[src/rtl/prng_pkg.sv]
// ============================================================================
// prng_pkg : shared PRNG word width, sample FIFO depth and pointer-width helper
// Rev 1.0
// ============================================================================
`default_nettype none

package prng_pkg;

  localparam int PRNG_W     = 32;
  localparam int FIFO_DEPTH = 8;

  // One extra MSB beyond the address bits lets the pointers tell full from empty.
  function automatic int ptr_w(input int depth);
    return $clog2(depth) + 1;
  endfunction

endpackage

`default_nettype wire

[src/rtl/prng_fifo_mem.sv]
// ============================================================================
// prng_fifo_mem : DEPTH x N register array, synchronous write, async read
// Rev 1.0
// ============================================================================
`default_nettype none

module prng_fifo_mem #(
  parameter int N     = 32,
  parameter int DEPTH = 8
) (
  input  logic                     clk,
  input  logic                     we_i,
  input  logic [$clog2(DEPTH)-1:0] waddr_i,
  input  logic [N-1:0]             wdata_i,
  input  logic [$clog2(DEPTH)-1:0] raddr_i,
  output logic [N-1:0]             rdata_o
);

  logic [N-1:0] mem_q [DEPTH];

  always_ff @(posedge clk) begin
    if (we_i) mem_q[waddr_i] <= wdata_i;
  end

  assign rdata_o = mem_q[raddr_i];

endmodule

`default_nettype wire

[src/rtl/prng_sample_fifo.sv]
// ============================================================================
// prng_sample_fifo : decimated PRNG sampler feeding a show-ahead valid/ready
//   FIFO; optional stuck-source detector enabled by macro PRNG_HEALTH_EN.
// Rev 1.0
// ============================================================================
`default_nettype none

module prng_sample_fifo
  import prng_pkg::*;
#(
  parameter int N     = PRNG_W,
  parameter int DEPTH = FIFO_DEPTH,
  parameter int DECIM = 1
`ifdef PRNG_HEALTH_EN
  , parameter int REP_LIMIT = 4
`endif
) (
  input  logic                      clk,
  input  logic                      reset,
  input  logic [N-1:0]              rnd_in,
  input  logic                      rnd_in_en,
  output logic [N-1:0]              m_data,
  output logic                      m_valid,
  input  logic                      m_ready,
  output logic [ptr_w(DEPTH)-1:0]   level,
  output logic                      overflow,
  output logic                      health_fail
);

  localparam int c_PW = ptr_w(DEPTH);
  localparam int c_AW = c_PW - 1;
  localparam int c_CW = (DECIM > 1) ? $clog2(DECIM) : 1;

  logic [c_PW-1:0] wr_ptr_q, wr_ptr_d, rd_ptr_q, rd_ptr_d;
  logic [c_CW-1:0] cnt_q, cnt_d;
  logic            overflow_q, overflow_d;
  logic            w_full, w_empty, w_pop, w_sample, w_accept, w_wr;
  logic [N-1:0]    w_rdata;

  assign w_empty = (wr_ptr_q == rd_ptr_q);
  assign w_full  = (wr_ptr_q[c_PW-1] != rd_ptr_q[c_PW-1]) &&
                   (wr_ptr_q[c_AW-1:0] == rd_ptr_q[c_AW-1:0]);
  assign w_pop    = !w_empty && m_ready;
  assign w_sample = rnd_in_en && (cnt_q == c_CW'(DECIM - 1));
  // A pop in the same cycle frees the slot, so a full FIFO can still accept.
  assign w_wr     = w_accept && (!w_full || w_pop);

  always_comb begin
    cnt_d      = cnt_q;
    wr_ptr_d   = wr_ptr_q;
    rd_ptr_d   = rd_ptr_q;
    overflow_d = overflow_q;
    if (rnd_in_en) cnt_d = w_sample ? '0 : cnt_q + c_CW'(1);
    if (w_wr)      wr_ptr_d = wr_ptr_q + c_PW'(1);
    if (w_pop)     rd_ptr_d = rd_ptr_q + c_PW'(1);
    if (w_accept && w_full && !w_pop) overflow_d = 1'b1;
  end

  always_ff @(posedge clk) begin
    if (reset) begin
      wr_ptr_q   <= '0;
      rd_ptr_q   <= '0;
      cnt_q      <= '0;
      overflow_q <= 1'b0;
    end else begin
      wr_ptr_q   <= wr_ptr_d;
      rd_ptr_q   <= rd_ptr_d;
      cnt_q      <= cnt_d;
      overflow_q <= overflow_d;
    end
  end

`ifdef PRNG_HEALTH_EN
  localparam int c_RW = $clog2(REP_LIMIT + 1);

  logic [N-1:0]    last_q, last_d;
  logic [c_RW-1:0] run_q, run_d;
  logic            health_q, health_d;
  logic            w_trip;

  // run_q==0 means no word has been seen since reset, so nothing to compare with.
  always_comb begin
    last_d   = last_q;
    run_d    = run_q;
    health_d = health_q;
    w_trip   = 1'b0;
    if (w_sample && !health_q) begin
      run_d  = ((run_q != '0) && (rnd_in == last_q)) ? run_q + c_RW'(1) : c_RW'(1);
      last_d = rnd_in;
      w_trip = (run_d == c_RW'(REP_LIMIT));
      if (w_trip) health_d = 1'b1;
    end
  end

  always_ff @(posedge clk) begin
    if (reset) begin
      last_q   <= '0;
      run_q    <= '0;
      health_q <= 1'b0;
    end else begin
      last_q   <= last_d;
      run_q    <= run_d;
      health_q <= health_d;
    end
  end

  assign w_accept    = w_sample && !health_q && !w_trip;
  assign health_fail = health_q;
`else
  assign w_accept    = w_sample;
  assign health_fail = 1'b0;
`endif

  prng_fifo_mem #(
    .N     (N),
    .DEPTH (DEPTH)
  ) u_mem (
    .clk     (clk),
    .we_i    (w_wr),
    .waddr_i (wr_ptr_q[c_AW-1:0]),
    .wdata_i (rnd_in),
    .raddr_i (rd_ptr_q[c_AW-1:0]),
    .rdata_o (w_rdata)
  );

  assign m_valid  = !w_empty;
  assign m_data   = w_empty ? '0 : w_rdata;
  assign level    = wr_ptr_q - rd_ptr_q;
  assign overflow = overflow_q;

endmodule

`default_nettype wire
[config.mk]
export PLATFORM = sky130hd
export DESIGN_NAME = prng_sample_fifo
export DESIGN_NICKNAME = d
export VERILOG_FILES = /design/src/rtl/prng_pkg.sv /design/src/rtl/prng_fifo_mem.sv /design/src/rtl/prng_sample_fifo.sv
export SDC_FILE = /design/constraint.sdc
export NUM_CORES = 1
export LEC_CHECK = 0
export CORE_MARGIN = 3
export CORE_UTILIZATION = 30
export CTS_CLUSTER_SIZE = 20
export DETAILED_ROUTE_END_ITERATION = 10
export HOLD_SLACK_MARGIN = 0.1
export SLEW_MARGIN = 10
export SYNTH_ARGS = -nofsm -noshare
export SYNTH_HDL_FRONTEND = slang
export SYNTH_HIERARCHICAL = 1
export SYNTH_SLANG_ARGS = --single-unit
[constraint.sdc]
create_clock -name clk -period 9.25 [get_ports clk]
set_clock_uncertainty 0.1 [all_clocks]
set_input_delay 1.85 -clock clk [delete_from_list [all_inputs] [get_ports clk]]
set_output_delay 1.85 -clock clk [all_outputs]
set_load 0.02 [all_outputs]
==> run notes, run 1 <==
Implementation progress

The cell sequence reported for the critical path is inv_1, ha_1, nand3_1, nor2_4, nor2b_1, clkdlybuf4s50_1. 0 antenna diodes ended up in the layout. The met3 capacity usage during global routing stands at 0.0243. CTS saw 266 sinks. The headroom to the max-slew limit stands at 0.335. For this run, the register share of the synthesized area comes to 0.741. The highest attainable clock frequency stands at 174 MHz. The global routing report lists met2 layer usage as 0.198. The pin count of the biggest net entering global routing stands at 69. The clock-pin slew on the worst setup and hold paths stands at 0.06 ns. Switching power as a fraction of the total was reported as 0.238. Tap insertion was completed with 455 tapcells. The tool flagged a number of max-cap violations equal to 0. Per the post-synthesis stats, the area per cell is 22.0 sq um.

The unique cell type count in the Yosys netlist stands at 35. Of the available clock period, the critical path in the final layout requires 0.620. The standard-cell row count stands at 68. Summing all placed instances gives a cell area of 11900 sq um.

The worst register-to-register path depth is 7. The overall chip area stands at 37800 sq um. The number of nets in the synthesized netlist is 527.

Of the total standard cell area in the layout, the multi-input combinational portion is 0.206. The placer's final routability congestion estimate stands at 0.646. The final timing report counts setup violations totalling 0. The hold-critical path depth stands at 1.

Setup repair after global routing left no endpoint under its margin. The count of antenna-violating nets left after detailed routing stands at 0. The logic area stands at 2630 sq um. The number of iterations in the first detailed-routing pass stands at 4. The count of instances resized after the clock tree is built stands at 0.

Total power for the finished layout comes to 2.94 mW. According to the timing report, the data required time at the worst endpoint equals 7.30 ns. Tracing the worst setup path back leads to its startpoint at rd_ptr_q[2]. Using the TritonRoute via totals, the vias-per-cell ratio works out to 4.62. The register with the most flip-flops in the layout has 256 of them. The number of cells in the design after placement stands at 999. The largest registers in the layout are u_mem/mem_q x256, rd_ptr_q x4, wr_ptr_q x4. The first global-routing pass estimated 32100 um of wire.

For this block, wires on met1 add up to 8870 um. For the pin with the worst max-slew slack, the measured transition is 0.995 ns. Wires add up to 21100 um. Per the layout report, the design carries 32 clock buffers. In this run the number of cells on the critical path is 6. Sorting the synthesized cells by area gives the leading types as edfxtp_1, mux4_1, mux4_2.

Per the STA report, the cell with the highest stage delay on the worst path is dfxtp_4. Ranked by total area, the top cell class in this layout is flip-flops and latches. The non-filler instance count after layout stands at 1048. The analysis attributes to net switching a power of 0.700 mW. Counting flops with a built-in enable in the synthesized netlist gives 256. The number of hold buffers added after CTS was 0. The number of non-clock inverters stands at 8. Wire segments on met2 add up to 10800 um in the final route. The power density of the placed cells stands at 230 nW/um^2. The port buffer count stands at 73. Counting I/O delays and the setup requirement, the final critical path takes 5.73 ns. In the final layout, excluding clock buffers the buffer count is 83. The initial antenna violation count stands at 3. In this run the tools logged warnings totalling 26. The tree is rooted in a clkbuf_16. The peak ir drop on the vdd network stands at 0.000147 V. The startpoint identified for the worst hold timing path is cnt_q. Synthesis produced 485 cells.

Per the timing report, the most critical flop-to-flop path originates at rd_ptr_q[2]. The average wire per cell in the routed design stands at 20.2 um. The most used flip-flop cell after synthesis is edfxtp_1. The sequential power stands at 1.37 mW. TritonCTS built the clock tree.

The portion of the layout cell area used by clock cells stands at 0.0662. The commonest cells after synthesis are edfxtp_1, mux4_1, mux2_2, nor2b_1, mux4_2. The run finished with clean final reports. Per STA, the highest per-stage delay on the worst path measures 0.95 ns. The portion of synthesized area spent on multiplexers is 0.187.

The minimum setup slack in the final design stands at 3.52 ns. The design internal power stands at 2.24 mW. In the layout the tool counted multi-input logic cells amounting to 187. The area added between synthesis and finish stands at 20.0%. Per STA, the worst path accumulates the most delay in the family simple AND/OR/NAND/NOR gates. The post-layout net count stands at 615. The worst setup path is of the register to output port kind.

In the final layout, the share of cells above drive strength 1 is 0.196.
[run 1: placed cells by master, fill, tap and decap left out, types with 5 or more instances in the layout]
cell type | synthesis | layout
clkinv_1 | 0 | 10
nor2_4 | 0 | 7
mux4_1 | 40 | 40
clkbuf_1 | 4 | 5
mux4_2 | 24 | 24
edfxtp_1 | 256 | 256
buf_4 | 2 | 10
nor2b_1 | 32 | 32
clkbuf_16 | 0 | 27
clkdlybuf4s50_1 | 0 | 73
mux2_2 | 32 | 32
nor2_1 | 15 | 8
ha_1 | 5 | 5
dfxtp_1 | 10 | 7
inv_1 | 8 | 8
[run 1: final timing paths]
check                                           to  slack [ns]
worst min register to register               cnt_q        0.37
worst max register to register  u_mem/mem_q[4][12]        5.74
worst max-delay path                    m_data[28]        3.52
worst min-delay path                         cnt_q        0.37
### Cell outlines without signal wires, run 1

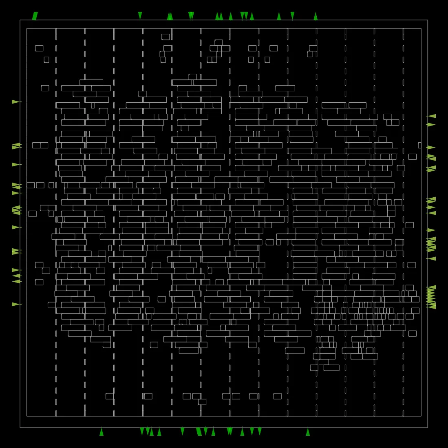
final-layout fill cell count: 3169
Layout Utilization: 0.367

### Wiring by layer, run 1

Scale bar: 50 um.
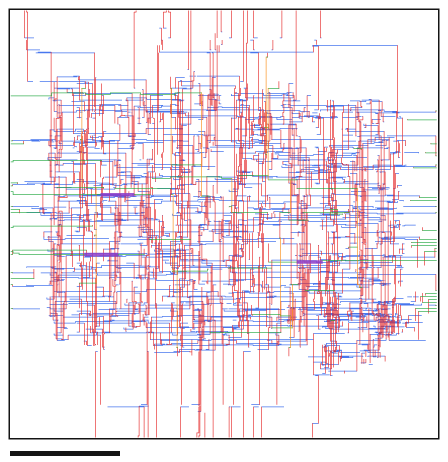
[M2] red | wire length: 10800 um
[M4] orange | wire length: 472 um
[M1] blue | wire length: 8870 um
[M3] green | wire length: 922 um
[M5] purple | wire length: 37.7 um

### Port wiring, run 1

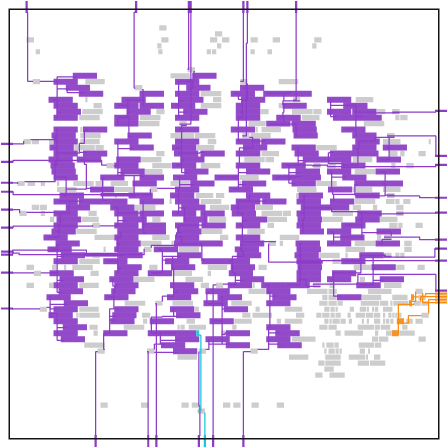
[`rnd_in`] purple | bits: 32 | direction: input | edge: 10 left, 9 right, 7 top, 6 bottom | end cells: 256 | buffers: 32 | wire: 3040 um
[`m_valid`] cyan | bits: 1 | direction: output | edge: bottom | end cells: 1 | buffers: 1 | wire: 48.3 um
[`level`] orange | bits: 4 | direction: output | edge: right | end cells: 4 | buffers: 4 | wire: 77.2 um

### Routed clock nets over the placement, run 1

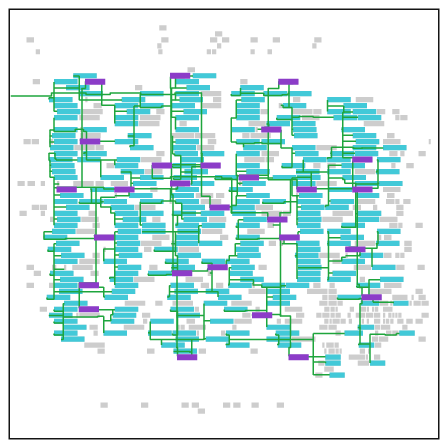
[clock-net drivers] purple | count: 27
[flip-flops] cyan | count: 266
[clock wires] green | length: 2900 um
routed clock nets: 28

### I/O pins on the die edge, run 1

Pins as bars across the die edge, other pins in grey.
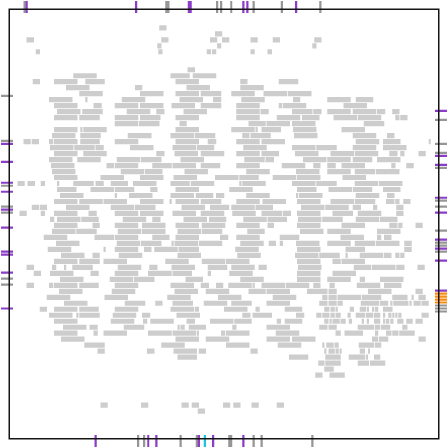

==> inputs of run 2 (changes only) <==
Clock period 9.25 ns to 6 ns, I/O delays scaled along.
### I/O pins on the die edge, run 2

Pins as bars across the die edge, other pins in grey.
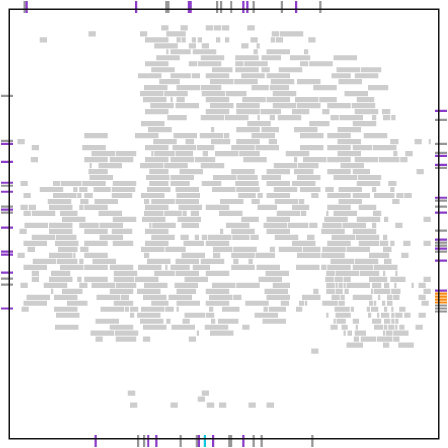
[`rnd_in`] purple | pins: 32 | direction: input | edge: 10 left, 9 right, 7 top, 6 bottom
[`m_valid`] cyan | pins: 1 | direction: output | edge: bottom
[`level`] orange | pins: 4 | direction: output | edge: right
all pins by edge: 26 right, 17 left, 16 bottom, 16 top

### Cell outlines without signal wires, run 2

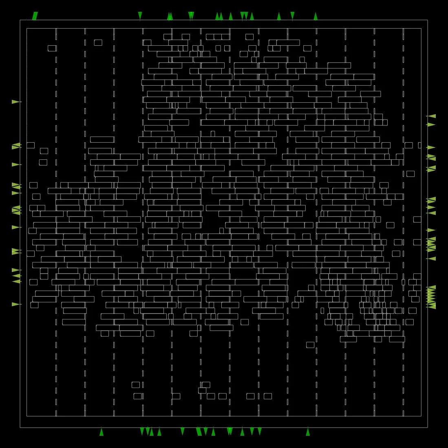
Final Non-Filler Cells: 1052
Row Count: 68

### Port wiring, run 2

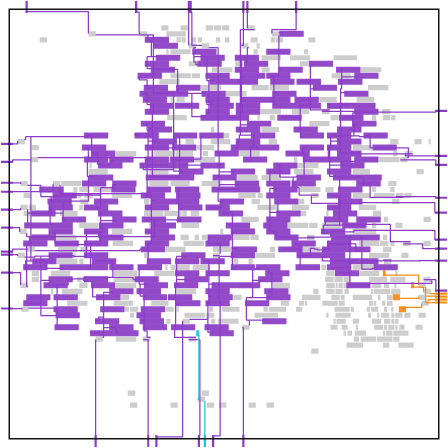
Port Buffer Count: 73
number of top-level pins: 75

==> run notes, run 2 <==
Implementation progress

For this run, the leading register cell type out of synthesis is edfxtp_1. The fraction of layout instances using a drive strength above 1 stands at 0.208 (+0.0121). The average wire per cell in the routed design stands at 20.4 um (+1.3%). The core region is 34800 sq um. The net switching power of the design stands at 1.11 mW (+58%). The flow ran to the end, and the final reports show no timing, DRC or antenna violations. The vertical die dimension stands at 194 um. The detailed router finished its first iteration with 349 violations. The DRC violation total left in the routed layout is recorded as 0. STA shows the worst min-delay path finishing at overflow. The count of final max-slew check failures stands at 0. Per STA, the worst path accumulates the most delay in the family buffers and inverters. Hold is met by 0.382 ns. The wire length after detailed routing stands at 21500 um (+1.7%). The quantity of hold-fixing buffers added after cts stands at 0 (unchanged). Yosys stat counts 485 cells in the synthesized netlist.

The startpoint identified for the worst register-to-register timing path is wr_ptr_q[0]. By startpoint and endpoint, the worst setup path is classified as register to output port. In this run, the synthesized area fraction spent on and/or/nand/nor cells is recorded as 0.0350. TritonCTS built the clock tree.

The final layout reports a setup TNS of 0 ns. The power report lists the clock group at 1.64 mW. Among all cell types in the netlist, the one instantiated most often is edfxtp_1. The overall chip area was 37800 sq um (unchanged). The longest clock path from root to sink contains 3 buffers. The buffer-and-inverter tally for the worst setup path stands at 3. The skew report gives the latency at the later pin of the worst-skew pair as 0.51 ns. The pin count of the biggest net entering global routing came to 68 (-1.4%). Yosys shows that the main logic family after synthesis is multiplexers. The unique cell type count in the Yosys netlist stands at 35 (unchanged). The transition time at the pin with the least slew margin stands at 0.990 ns (-0.00447 ns). Dividing the final minimum period by the clock period gives 0.775. Compared with the post-synthesis result, the final layout area differs by 20.6%. The signal on the critical path passes through inv_1, ha_1, nand3_1, nor2_4, buf_4, nor2b_1, clkdlybuf4s50_1. The power density of the placed cells is 359 nW/um^2 (+56%).

The number of cells in the design after placement stands at 1004 (+0.50%). The post-placement cell area stands at 12000 sq um (+0.32%). Ranked by flip-flop count, first place goes to u_mem/mem_q.

For reference, the critical path is captured by m_data[7]. Summing all flip-flop and latch instances after layout gives 7900 sq um. The sequential power stands at 2.12 mW (+55%). The dominant power group in this design is registers. The critical path's largest stage delay stands at 0.57 ns (-0.38 ns). The initial antenna violation count stands at 0 (-3). The depth of the most critical reg-to-reg path stands at 7 (unchanged).

The count of antenna-violating nets left after detailed routing stands at 0 (unchanged). The power consumed by combinational cells stands at 0.850 mW. The peak ir drop on the vdd network stands at 0.000238 V (+62%).

The combinational group share of total power stands at 0.184. The root buffer cell chosen for the clock tree is clkbuf_16. The count of filler cells inserted in the layout came to 3127 (-1.3%).

The post-layout net count came to 619 (+0.65%). The post-route core utilization stands at 0.369 (+0.00187). The design internal power is 3.50 mW (+56%).

STA reports the tightest min-delay check as being of type register to register. The post-synthesis register bit count stands at 266. The combined area of all synthesized cells stands at 10700 sq um. The peak fanout along the critical path stands at 18. The startpoint identified for the worst hold timing path is overflow. The global-route wire length before repair stands at 33100 um (+3.2%).

The endpoint identified for the worst register-to-register timing path is u_mem/mem_q[0][6]. The minimum setup slack in the final design came to 1.35 ns (-2.17 ns). After synthesis, the chip area reported by Yosys is 10700 sq um.

The final critical delay including setup and external delays stands at 4.65 ns. The global routing report lists combined usage of all routing layers as 0.112. The clock-pin slew on the worst setup and hold paths stands at 0.06 ns (about the same). The total nets after synthesis stands at 527 (unchanged). For reference, the top cells by area after synthesis are edfxtp_1, mux4_1, mux4_2. The final-report setup violation count stands at 0 (unchanged). The headroom to the max-slew limit stands at 0.336 (+0.000956). The total power stands at 4.61 mW (+57%). The synthesis warning total stands at 6. The highest attainable clock frequency stands at 215 MHz. The reg-to-reg setup timing slack stands at 2.41 ns (-3.33 ns). The largest registers in the layout are u_mem/mem_q x256, rd_ptr_q x4, wr_ptr_q x4. From left edge to right edge, the die measures 194 um. The part of the Yosys area used for sequential elements stands at 0.741 (unchanged).

The count of library flops with an enable pin was 256 (unchanged). By count the netlist is led by edfxtp_1, mux4_1, mux2_2, nor2b_1, mux4_2. The library cell used most frequently in the layout, excluding fill and tap cells, is edfxtp_1. The finished cells cover 12800 sq um. The logic area stands at 2630 sq um (unchanged). The net switching share of the total power stands at 0.240 (+0.00223). For reference, the final report shows the hold violation count at 0.

STA classifies the critical path startpoint as a register. Summed over all instances, the cell type with the most area after synthesis is edfxtp_1. The H-tree level count stands at 1. The number of flip-flops under the largest register name stands at 256 (unchanged).

The total number of warnings across the stage logs is 26 (unchanged). For this block, the via count after detailed routing is 4935. The placer's final routability congestion estimate is 0.687 (+6.3%). The critical path depth was 7 (+1). The number of sinks on the clock net was 266 (unchanged).

The count of instances resized after the clock tree is built stands at 0 (unchanged). Setup slack on the worst path after placement came out at 1.82 ns. The worst path required time is 4.70 ns (-2.60 ns).

The multiplexer share of the synthesized area stands at 0.187 (unchanged). The library cells used most frequently in the layout, excluding fill and tap cells, are edfxtp_1, clkdlybuf4s50_1, mux4_1. Setup repair after global routing left no endpoint under its margin. Of the total power, registers draw 0.459. The worst endpoint data arrival time stands at 3.35 ns.

The max capacitance violation total came to 0 (unchanged). The final antenna diode count is 0 (unchanged). The post-synthesis area per instance stands at 22.0 sq um (unchanged).

Once detailed placement completed, the half-perimeter wirelength came to 13300 um. Per the STA report, the cell with the highest stage delay on the worst path is dfxtp_1. The number of iterations in the first detailed-routing pass is 7 (+3). The gate count after technology mapping was 485 (unchanged).

The via count normalized by instance count stands at 4.69 (+1.6%). STA classifies the critical path endpoint as an output port. The hold-critical path depth was 2 (+1). The most critical setup path has its startpoint at wr_ptr_q[0].
==> run 2: layout make-up <==
cell class | count | area share
sequential | 266 | 0.615
inverter | 8 | 0.00234
multi-input combinational | 187 | 0.205
clock buffer | 32 | 0.0541
tap | 455 | 0.0443
clock inverter | 16 | 0.0139
timing repair buffer | 88 | 0.0657
==> run 2: metal layers <==
layer / track usage / part of all wire / up-vias
met2: 0.195 / 0.51 / 101
met1: 0.153 / 0.44 / 2621
met5: 0 / 0 / -
li1: - / - / 2192
met3: 0.0173 / 0.035 / 21
met4: 0.0194 / 0.014 / 0
==> inputs of run 3 (changes only) <==
Clock period 6 ns to 4.1 ns, I/O delays scaled along.
### Routed clock nets over the placement, run 3

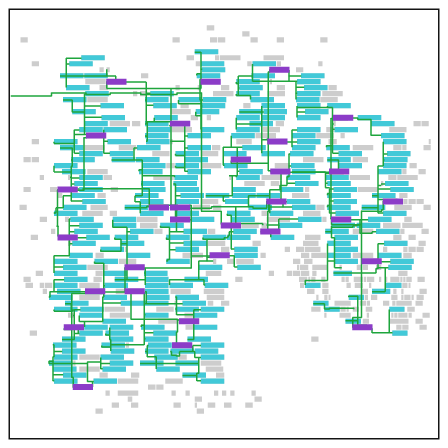
[flip-flops] cyan | count: 266
[clock wires] green | length: 2890 um
[clock-net drivers] purple | count: 30
routed clock nets: 31

### Wiring by layer, run 3

Scale bar: 50 um.
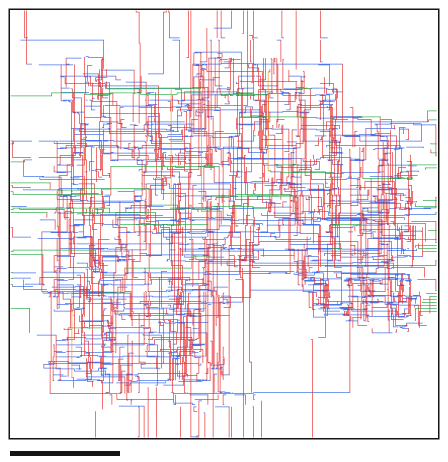
[M1] blue | wire length: 9570 um
[M3] green | wire length: 1040 um
[M2] red | wire length: 10800 um
[M4] orange | wire length: 360 um
routed via count: 4933
WL final: 21700 um
routed length per instance: 20.5 um
Overall Global Routing Usage: 0.113

### Cell outlines without signal wires, run 3

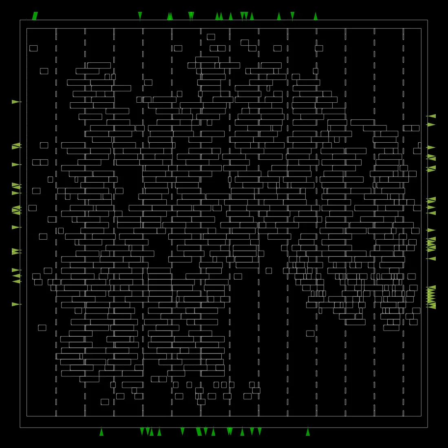
Core Region: 34800 sq um
final-layout fill cell count: 3129
Layout Utilization: 0.374
number of flip-flops and latches: 266
sequential cell area share: 0.607

==> run notes, run 3 <==
Implementation progress

The largest individual stage delay along the critical path comes from the cell mux4_1. The final critical delay including setup and external delays stands at 3.88 ns. The standard-cell row count stands at 68 (unchanged).

The global-route wire length before repair is 32600 um (-1.5%). The net switching power of the design stands at 1.66 mW (+50%). Leaving out fill and tap cells, the most frequent cells in the layout are edfxtp_1, clkdlybuf4s50_1, mux4_1. The most frequently used library cell after synthesis is edfxtp_1. The number of flip-flops under the largest register name came to 256 (unchanged). The horizontal die dimension came to 194 um (unchanged). The count of library flops with an enable pin is 256 (unchanged). The met3 capacity usage during global routing stands at 0.0217 (+0.00433).

The final antenna diode count is 0 (unchanged). The post-route DRC violation count is 0 (unchanged). The registers reported with the highest flop counts are u_mem/mem_q x256, rd_ptr_q x4, wr_ptr_q x4. The share of synthesized cell area in and, or, nand and nor gates came to 0.0350 (unchanged). The highest attainable clock frequency stands at 258 MHz.

The flow ran to the end, and the final reports show no timing, DRC or antenna violations. The part of the Yosys area used for sequential elements stands at 0.741 (unchanged). The design internal power stands at 5.06 mW (+44%).

The unique cell type count in the Yosys netlist was 35 (unchanged). The half-perimeter wire length after placement stands at 12300 um (-7.1%). Per the CTS log, the root buffer master is clkbuf_16.

For reference, the top cells by area after synthesis are edfxtp_1, mux4_1, mux4_2. The sum of negative setup slack is 0 ns (unchanged). The final design area excluding fillers was 13000 sq um (+1.3%). The combinational group share of total power stands at 0.191 (+0.007). The post-synthesis area per instance came to 22.0 sq um (unchanged). Per the cell usage report, the commonest logic cell in the layout is edfxtp_1. The initial antenna violation count came to 0 (unchanged).

The combined area of all synthesized cells came to 10700 sq um (unchanged). The clock insertion delay at the later pin of the skew report came to 0.54 ns (+0.03 ns). The sequential power came to 3.10 mW (+46%).

Looking at hold timing, the worst path starts from cnt_q. The pin count of the biggest net entering global routing was 57 (-16%). The number of iterations in the first detailed-routing pass came to 4 (-3).

The number of ports placed on the die boundary was 75 (unchanged). STA classifies the critical path endpoint as an output port. The reg-to-reg setup timing slack is 1.02 ns (-1.39 ns).

The overall chip area is 37800 sq um (unchanged). The worst path required time stands at 3.18 ns (-1.52 ns). The commonest register cell is edfxtp_1. The port buffer count stands at 73 (unchanged). The most critical min-delay path falls under register to register.

The worst endpoint data arrival time stands at 2.96 ns (-0.39 ns). The power density of the placed cells stands at 517 nW/um^2 (+44%). The power of the clock network stands at 2.34 mW (+43%). The vertical die dimension stands at 194 um (unchanged). The via count normalized by instance count is 4.66 (-0.70%). The report lists the cells along the critical path as buf_4, mux4_1, mux2_2, nor2b_1, clkdlybuf4s50_1.

In this run the layout overhead on the synthesized area is reported as 22.1%. The post-synthesis cell count from yosys stands at 485 (unchanged). The multiplexer share of the synthesized area stands at 0.187 (unchanged). The worst setup path is launched from a register. The fraction of layout instances using a drive strength above 1 stands at 0.215 (+0.00753). The worst setup path is of the register to output port kind.

The count of final max-slew check failures was 0 (unchanged). Setup repair after global routing left no endpoint under its margin. After synthesis, the most frequently instantiated cells are edfxtp_1, mux4_1, mux2_2, nor2b_1, mux4_2. The post-placement cell area is 12100 sq um (+1.1%). The power share of the sequential group stands at 0.461 (+0.002).

Routed signal wires occupy layers up through met4. The H-tree level count was 1 (unchanged). The met2 layer wire length in the routed design was 10800 um (-1.8%). The chip area in the Yosys report came to 10700 sq um (unchanged). The detailed router's first-iteration violation count stands at 250 (-28%). The startpoint identified for the worst register-to-register timing path is wr_ptr_q[0]. The critical path's largest stage delay was 0.59 ns (+0.02 ns). The synthesis warning total stands at 6 (unchanged).

Looking at the hold checks, the worst path lands on cnt_q. The sum of met3 wire segment lengths after detailed routing stands at 1040 um (+37%). The count of instances resized after the clock tree is built came to 0 (unchanged). The sum of routed wire segments on met1 came to 9570 um (+0.98%).

The peak fanout along the critical path was 13 (-5). The headroom to the max-slew limit came to 0.564 (+0.228). The total number of warnings across the stage logs stands at 27 (+3.8%). The net switching share of the total power stands at 0.248 (+0.00732). The number of sinks on the clock net stands at 266 (unchanged). The max capacitance violation total is 0 (unchanged). The global router reports that the layer with the highest usage is met2. The count of antenna-violating nets left after detailed routing stands at 0 (unchanged).
run 3: cell counts after synthesis:
Identical to the previous run, type by type.
run 3: worst max-delay path: cells and delay by family (launching register included):
family	cells	cell delay [ns]
buf+inv	2	0.85
flops	1	0.53
mux	2	0.89
simple gates	1	0.14
run 3: layout make-up:
cell class	instances	area, sq um
clock buffer	35	769
clock inverter	17	115
fill	3129	21800
inverter	8	30.0
multi-input combinational	187	2630
sequential	266	7900
tap	455	569
timing repair buffer	91	996
run 3: per-stage QoR:
step / worst slack, ns / std cells / hold WS [ns]
CTS: 0.0467 / 1058 / 0.370
global placement: 0.642 / 1006 / 0.356
finish: 0.224 / 1059 / 0.367
detailed placement: 0.630 / 1006 / 0.358
global route: 0.0276 / 1059 / 0.400
floorplan: -0.0464 / 485 / 0.349
Power and IR drop assume default switching activity.
